### config.mk
export PLATFORM = sky130hd
export DESIGN_NAME = axil_xbar_1xn
export DESIGN_NICKNAME = d
export VERILOG_FILES = /design/src/rtl/axil_xbar_1xn.sv
export SDC_FILE = /design/constraint.sdc
export NUM_CORES = 1
export LEC_CHECK = 0
export CORE_AREA = 2 2 130 132
export CTS_CLUSTER_DIAMETER = 40
export CTS_CLUSTER_SIZE = 12
export DETAILED_ROUTE_END_ITERATION = 6
export DIE_AREA = 0 0 132 134
export PLACE_DENSITY = 0.92
export RECOVER_POWER = 100
export SYNTH_ARGS = -nofsm -noshare
export SYNTH_HDL_FRONTEND = slang
export SYNTH_SLANG_ARGS = --single-unit
### constraint.sdc
create_clock -name clk -period 5.1 [get_ports clk]
set_clock_uncertainty 0.05 [all_clocks]
set_input_delay 1.53 -clock clk [delete_from_list [all_inputs] [get_ports clk]]
set_output_delay 1.53 -clock clk [all_outputs]
set_load 0.005 [all_outputs]
### src/rtl/axil_xbar_1xn.sv
// One-master to NSLV-slave AXI-lite crossbar with independent read and write FSMs.
// Define AXIL_XBAR_PERF_EN to add the perf_rd_cnt/perf_wr_cnt/perf_err_cnt counter ports.
module axil_xbar_1xn #(
  parameter int ADDR_W = 32,
  parameter int DATA_W = 32,
  parameter int NSLV   = 2,
  parameter logic [NSLV*ADDR_W-1:0] SLV_BASE = {32'hA000_0000, 32'h8000_0000},
  parameter logic [NSLV*ADDR_W-1:0] SLV_MASK = {32'hFF00_0000, 32'hF800_0000}
) (
  input  logic                   clk,
  input  logic                   rst_n,
  input  logic [ADDR_W-1:0]      up_araddr,
  input  logic                   up_arvalid,
  output logic                   up_arready,
  output logic [DATA_W-1:0]      up_rdata,
  output logic [1:0]             up_rresp,
  output logic                   up_rvalid,
  input  logic                   up_rready,
  input  logic [ADDR_W-1:0]      up_awaddr,
  input  logic                   up_awvalid,
  output logic                   up_awready,
  input  logic [DATA_W-1:0]      up_wdata,
  input  logic [DATA_W/8-1:0]    up_wstrb,
  input  logic                   up_wvalid,
  output logic                   up_wready,
  output logic [1:0]             up_bresp,
  output logic                   up_bvalid,
  input  logic                   up_bready,
  output logic [ADDR_W-1:0]      dn_araddr,
  output logic [NSLV-1:0]        dn_arvalid,
  input  logic [NSLV-1:0]        dn_arready,
  input  logic [NSLV*DATA_W-1:0] dn_rdata,
  input  logic [NSLV*2-1:0]      dn_rresp,
  input  logic [NSLV-1:0]        dn_rvalid,
  output logic [NSLV-1:0]        dn_rready,
  output logic [ADDR_W-1:0]      dn_awaddr,
  output logic [NSLV-1:0]        dn_awvalid,
  input  logic [NSLV-1:0]        dn_awready,
  output logic [DATA_W-1:0]      dn_wdata,
  output logic [DATA_W/8-1:0]    dn_wstrb,
  output logic [NSLV-1:0]        dn_wvalid,
  input  logic [NSLV-1:0]        dn_wready,
  input  logic [NSLV*2-1:0]      dn_bresp,
  input  logic [NSLV-1:0]        dn_bvalid,
  output logic [NSLV-1:0]        dn_bready
`ifdef AXIL_XBAR_PERF_EN
  ,
  output logic [31:0]            perf_rd_cnt,
  output logic [31:0]            perf_wr_cnt,
  output logic [31:0]            perf_err_cnt
`endif
);

  localparam int SEL_W = (NSLV > 1) ? $clog2(NSLV) : 1;

  localparam logic [1:0] R_IDLE = 2'd0;
  localparam logic [1:0] R_AR   = 2'd1;
  localparam logic [1:0] R_R    = 2'd2;
  localparam logic [1:0] R_RESP = 2'd3;

  localparam logic [1:0] W_IDLE = 2'd0;
  localparam logic [1:0] W_REQ  = 2'd1;
  localparam logic [1:0] W_B    = 2'd2;
  localparam logic [1:0] W_RESP = 2'd3;

  // Returns {hit, index}; scanning downward lets the lowest matching slave win.
  function automatic logic [SEL_W:0] decode(input logic [ADDR_W-1:0] addr);
    logic [SEL_W:0] res;
    res = {(SEL_W+1){1'b0}};
    for (int i = NSLV - 1; i >= 0; i--) begin
      if ((addr & SLV_MASK[i*ADDR_W +: ADDR_W]) == SLV_BASE[i*ADDR_W +: ADDR_W]) begin
        res = {1'b1, SEL_W'(i)};
      end
    end
    return res;
  endfunction

  logic [1:0]       rstate;
  logic [1:0]       wstate;
  logic [SEL_W-1:0] rsel;
  logic [SEL_W-1:0] wsel;
  logic             ready_en;
  logic             aw_got;
  logic             w_got;
  logic             aw_pend;
  logic             w_pend;
  logic             aw_hs;
  logic             w_hs;
  logic [ADDR_W-1:0] aw_addr_eff;
  logic [SEL_W:0]   ar_dec;
  logic [SEL_W:0]   aw_dec;

  assign aw_hs       = up_awvalid && up_awready;
  assign w_hs        = up_wvalid && up_wready;
  assign aw_addr_eff = aw_hs ? up_awaddr : dn_awaddr;
  assign ar_dec      = decode(up_araddr);
  assign aw_dec      = decode(aw_addr_eff);

  // Readiness is held off until the first clock after reset release.
  always_ff @(posedge clk or negedge rst_n) begin
    if (!rst_n) begin
      ready_en <= 1'b0;
    end else begin
      ready_en <= 1'b1;
    end
  end

  // Read FSM
  always_ff @(posedge clk or negedge rst_n) begin
    if (!rst_n) begin
      rstate    <= R_IDLE;
      rsel      <= {SEL_W{1'b0}};
      dn_araddr <= {ADDR_W{1'b0}};
      up_rdata  <= {DATA_W{1'b0}};
      up_rresp  <= 2'b00;
    end else begin
      case (rstate)
        R_IDLE: begin
          if (up_arvalid && up_arready) begin
            dn_araddr <= up_araddr;
            if (ar_dec[SEL_W]) begin
              rsel   <= ar_dec[SEL_W-1:0];
              rstate <= R_AR;
            end else begin
              up_rdata <= {DATA_W{1'b0}};
              up_rresp <= 2'b11;
              rstate   <= R_RESP;
            end
          end
        end
        R_AR: begin
          if (dn_arready[rsel]) begin
            rstate <= R_R;
          end
        end
        R_R: begin
          if (dn_rvalid[rsel]) begin
            up_rdata <= dn_rdata[rsel*DATA_W +: DATA_W];
            up_rresp <= dn_rresp[rsel*2 +: 2];
            rstate   <= R_RESP;
          end
        end
        R_RESP: begin
          if (up_rready) begin
            rstate <= R_IDLE;
          end
        end
        default: rstate <= R_IDLE;
      endcase
    end
  end

  // Write FSM; AW and W may arrive in any order before the downstream request.
  always_ff @(posedge clk or negedge rst_n) begin
    if (!rst_n) begin
      wstate    <= W_IDLE;
      wsel      <= {SEL_W{1'b0}};
      dn_awaddr <= {ADDR_W{1'b0}};
      dn_wdata  <= {DATA_W{1'b0}};
      dn_wstrb  <= {(DATA_W/8){1'b0}};
      up_bresp  <= 2'b00;
      aw_got    <= 1'b0;
      w_got     <= 1'b0;
      aw_pend   <= 1'b0;
      w_pend    <= 1'b0;
    end else begin
      case (wstate)
        W_IDLE: begin
          if (aw_hs) begin
            dn_awaddr <= up_awaddr;
          end
          if (w_hs) begin
            dn_wdata <= up_wdata;
            dn_wstrb <= up_wstrb;
          end
          if ((aw_got || aw_hs) && (w_got || w_hs)) begin
            aw_got <= 1'b0;
            w_got  <= 1'b0;
            if (aw_dec[SEL_W]) begin
              wsel    <= aw_dec[SEL_W-1:0];
              aw_pend <= 1'b1;
              w_pend  <= 1'b1;
              wstate  <= W_REQ;
            end else begin
              up_bresp <= 2'b11;
              wstate   <= W_RESP;
            end
          end else begin
            if (aw_hs) aw_got <= 1'b1;
            if (w_hs)  w_got  <= 1'b1;
          end
        end
        W_REQ: begin
          if (dn_awready[wsel]) aw_pend <= 1'b0;
          if (dn_wready[wsel])  w_pend  <= 1'b0;
          if ((!aw_pend || dn_awready[wsel]) && (!w_pend || dn_wready[wsel])) begin
            wstate <= W_B;
          end
        end
        W_B: begin
          if (dn_bvalid[wsel]) begin
            up_bresp <= dn_bresp[wsel*2 +: 2];
            wstate   <= W_RESP;
          end
        end
        W_RESP: begin
          if (up_bready) begin
            wstate <= W_IDLE;
          end
        end
        default: wstate <= W_IDLE;
      endcase
    end
  end

  assign up_arready = ready_en && (rstate == R_IDLE);
  assign up_rvalid  = (rstate == R_RESP);
  assign up_awready = ready_en && (wstate == W_IDLE) && !aw_got;
  assign up_wready  = ready_en && (wstate == W_IDLE) && !w_got;
  assign up_bvalid  = (wstate == W_RESP);

  // Per-slave handshake strobes, only the selected slave ever sees a 1.
  always_comb begin
    dn_arvalid = {NSLV{1'b0}};
    dn_rready  = {NSLV{1'b0}};
    dn_awvalid = {NSLV{1'b0}};
    dn_wvalid  = {NSLV{1'b0}};
    dn_bready  = {NSLV{1'b0}};
    for (int i = 0; i < NSLV; i++) begin
      dn_arvalid[i] = (rstate == R_AR) && (rsel == SEL_W'(i));
      dn_rready[i]  = (rstate == R_R)  && (rsel == SEL_W'(i));
      dn_awvalid[i] = (wstate == W_REQ) && aw_pend && (wsel == SEL_W'(i));
      dn_wvalid[i]  = (wstate == W_REQ) && w_pend  && (wsel == SEL_W'(i));
      dn_bready[i]  = (wstate == W_B)  && (wsel == SEL_W'(i));
    end
  end

`ifdef AXIL_XBAR_PERF_EN
  logic        rd_done;
  logic        wr_done;
  logic [31:0] err_inc;

  assign rd_done = up_rvalid && up_rready;
  assign wr_done = up_bvalid && up_bready;
  // A read and a write error can be delivered in the same cycle.
  assign err_inc = {31'd0, rd_done && up_rresp[1]} + {31'd0, wr_done && up_bresp[1]};

  // Free-running wrap-around event counters.
  always_ff @(posedge clk or negedge rst_n) begin
    if (!rst_n) begin
      perf_rd_cnt  <= 32'd0;
      perf_wr_cnt  <= 32'd0;
      perf_err_cnt <= 32'd0;
    end else begin
      if (rd_done) perf_rd_cnt <= perf_rd_cnt + 32'd1;
      if (wr_done) perf_wr_cnt <= perf_wr_cnt + 32'd1;
      perf_err_cnt <= perf_err_cnt + err_inc;
    end
  end
`endif

endmodule

Fig. 1: placement view
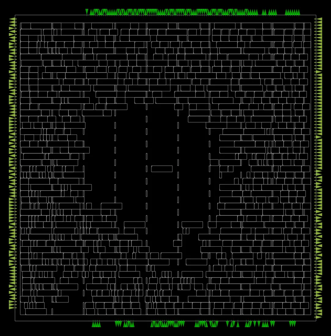
flop share of the area: 34.7%
Seq cells: 147
fillers: 1229
area of the core: 16300 µm²
Final Util: 65.0%

Fig. 2: cells by drive strength
(2 px per µm)
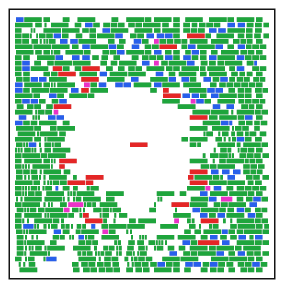
Magenta marks x3 and x4, cells 11, share 1.3%, most used clkinvlp_4. Red marks x6 and larger, cells 25, share 2.9%, most used clkbuf_16. Green marks x1 and smaller, cells 729, share 84%, most used clkdlybuf4s50_1. Blue marks x2, cells 108, share 12%, most used mux2_2.
Final Cell Area: 10600 µm²
P&R area growth vs syn: 62.4%
Non-clk bufs: 346
fin worst setup slack: 705 ps

Fig. 3: supply network
(4 px per µm) Pins as bars on the die edge.
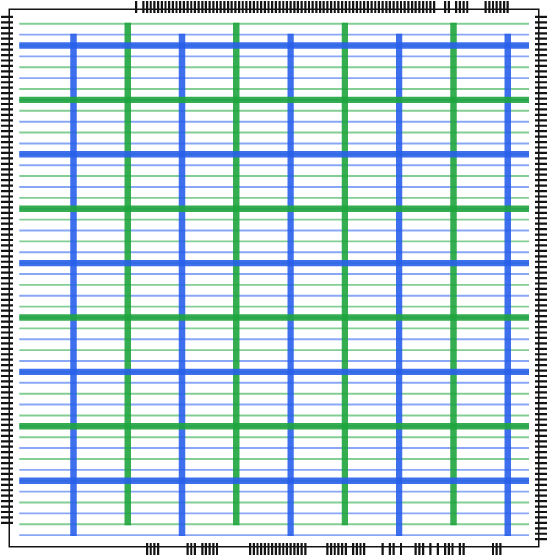
Green marks VDD. Blue marks VSS.
48 met1 rails follow the rows. 340 signal pins sit on the boundary. 9 straps on met4. The core has 47 rows. 9 straps on met5.

Fig. 4: signal metal coverage by tile
(3 px per µm) The die is cut into 26 by 27 equal tiles; dark purple is low, yellow is high, scaled to the fullest tile. Values are wire area over tile area, all layers added.
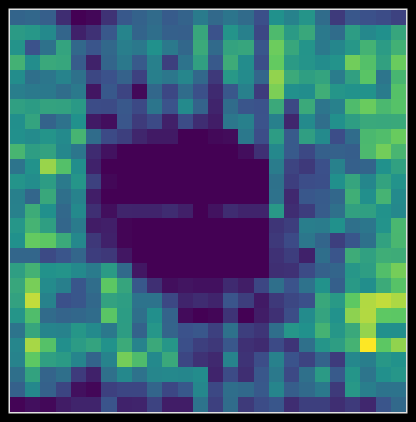
The mean over all tiles is 0.19. 27% of the tiles are over half the peak. The emptiest ninth of the die: middle. The densest ninth of the die: top right.

==> results_dict.tcl <==
# flow metrics
set metrics [dict create \
    outcome "complete, but fails checks" \
    violations "capacitance limit, slew limit" \
    first_iter_violations 241 \
    most_common_cell "dfrtp_1" \
    lay_top_count "clkdlybuf4s50_1" \
    dpl.hpwl_um 15800 \
    fmax_ghz 0.228 \
    synth.avg_cell_area_um2 12.5 \
    cts_root_buf "clkbuf_16" \
    ys_cells 521 \
    adder_share_pct 1.73 \
    ys_types 52 \
    crit_family "buffers and inverters" \
    grt_pass1_vias 5869 \
    yosys_area_um2 6520 \
    power_mw 5.51 \
    comb_area_um2 2570 \
    leakagePower_nw 4.82 \
    routed.top_layer "met4" \
    routed_wl_um 20600 \
    switching_share_pct 31.7 \
    setup-violations-final 0 \
    worstMarginPinSlew_ps 2420 \
    simple_gate_area_share_pct 9.90 \
    worstSetupEndpoint "up_rdata[29]" \
    cap_violations 5 \
    seq_area_um2 3680 \
    grt_antenna_before_repair 1 \
    hp-start "dn_awaddr[23]" \
    synth_top_area_share_pct 56.4 \
    wl_met1_um 7580 \
    p_seq_mw 1.96 \
    clk_latency_ps 420 \
    relSlewSlack_pct -61.5 \
    taps 220 \
    ys_sh_xor_pct 0 \
    grt-busiest-layer "met2" \
    grtUsageMet3_pct 8.20 \
    common_cells "147 x dfrtp_1, 102 x nand2_1, 100 x mux2_2" \
    drive_gt1_share_pct 16.5 \
    crit_required_ps 5340 \
    synth-edff-count 0 \
    hold-path-endpoint "dn_awaddr[23]" \
    ant_nets 0 \
    cts_tree "built" \
    path_clk_slew_ps 60 \
    routed_via_density 5.04 \
    layoutNonFillerInstCount 1094 \
    dr_total_vias 5516 \
    grt_usage_pct 23.3 \
    diodes 1 \
    reg2reg_from "wstate[0]" \
    aoi_share_pct 8.96 \
    overflow 0 \
    startpoint "up_araddr[28]" \
    die_w_um 132 \
    firstDrtPassIters 4 \
    clockBufferDepth 2 \
    hp-class "register to register" \
    drc 0 \
    rsz0062_at_grt "no" \
    clkbuf_count 18 \
    cts_max_level 4 \
    fin_crit_ps 4400 \
    cts_buffers 17 \
    r2r_end "wsel" \
    place_inst 1061 \
    ff_type "dfrtp_1" \
    cts.repair.resized 0 \
    critPathKind "input port to register" \
    slew_viol_final 239 \
    critical_path_buf_inv_count 2 \
    net-switching-power_mw 1.74 \
    p_comb_mw 2.32 \
    comb_area_share_pct 24.3 \
    path_cells "clkdlybuf4s50_1, nor4b_1, a21oi_2, o21ai_4, clkbuf_1, mux2_2" \
    top_power_group "combinational cells" \
    postPlaceCellArea_um2 10100 \
    fin_setup_tns_ps 0 \
    fp_util_pct 40.0 \
    top_logic_kind "multiplexers" \
    io_pins 340 \
    inv_count 15 \
    fp.dieH_um 134 \
    slowest_delay_ps 1330 \
    logic_gates 333 \
    grt_pass1_wl_um 32000 \
    post_cts_buffers 0 \
    clock-sinks 147 \
    async_flop_share_pct 100 \
    ys_top_cells_by_area "dfrtp_1 56%, mux2_2 17%, nand2_1 5.9%" \
    log.warning_count 33 \
    cts_hold_buffers 0 \
    pwr-share-clk_pct 22.2 \
    dr_wl_met3_um 1790 \
    chipArea_um2 17700 \
    lay_top_cells "188 x clkdlybuf4s50_1, 150 x dlygate4sd3_1, 147 x dfrtp_1" \
    crit_path_end_kind "register" \
    synth_cells 521 \
    holdPathStages 2 \
    top_area_cell_class "sequential cells" \
]
Power figures rest on the tool's default switching activity, not on a simulated workload.
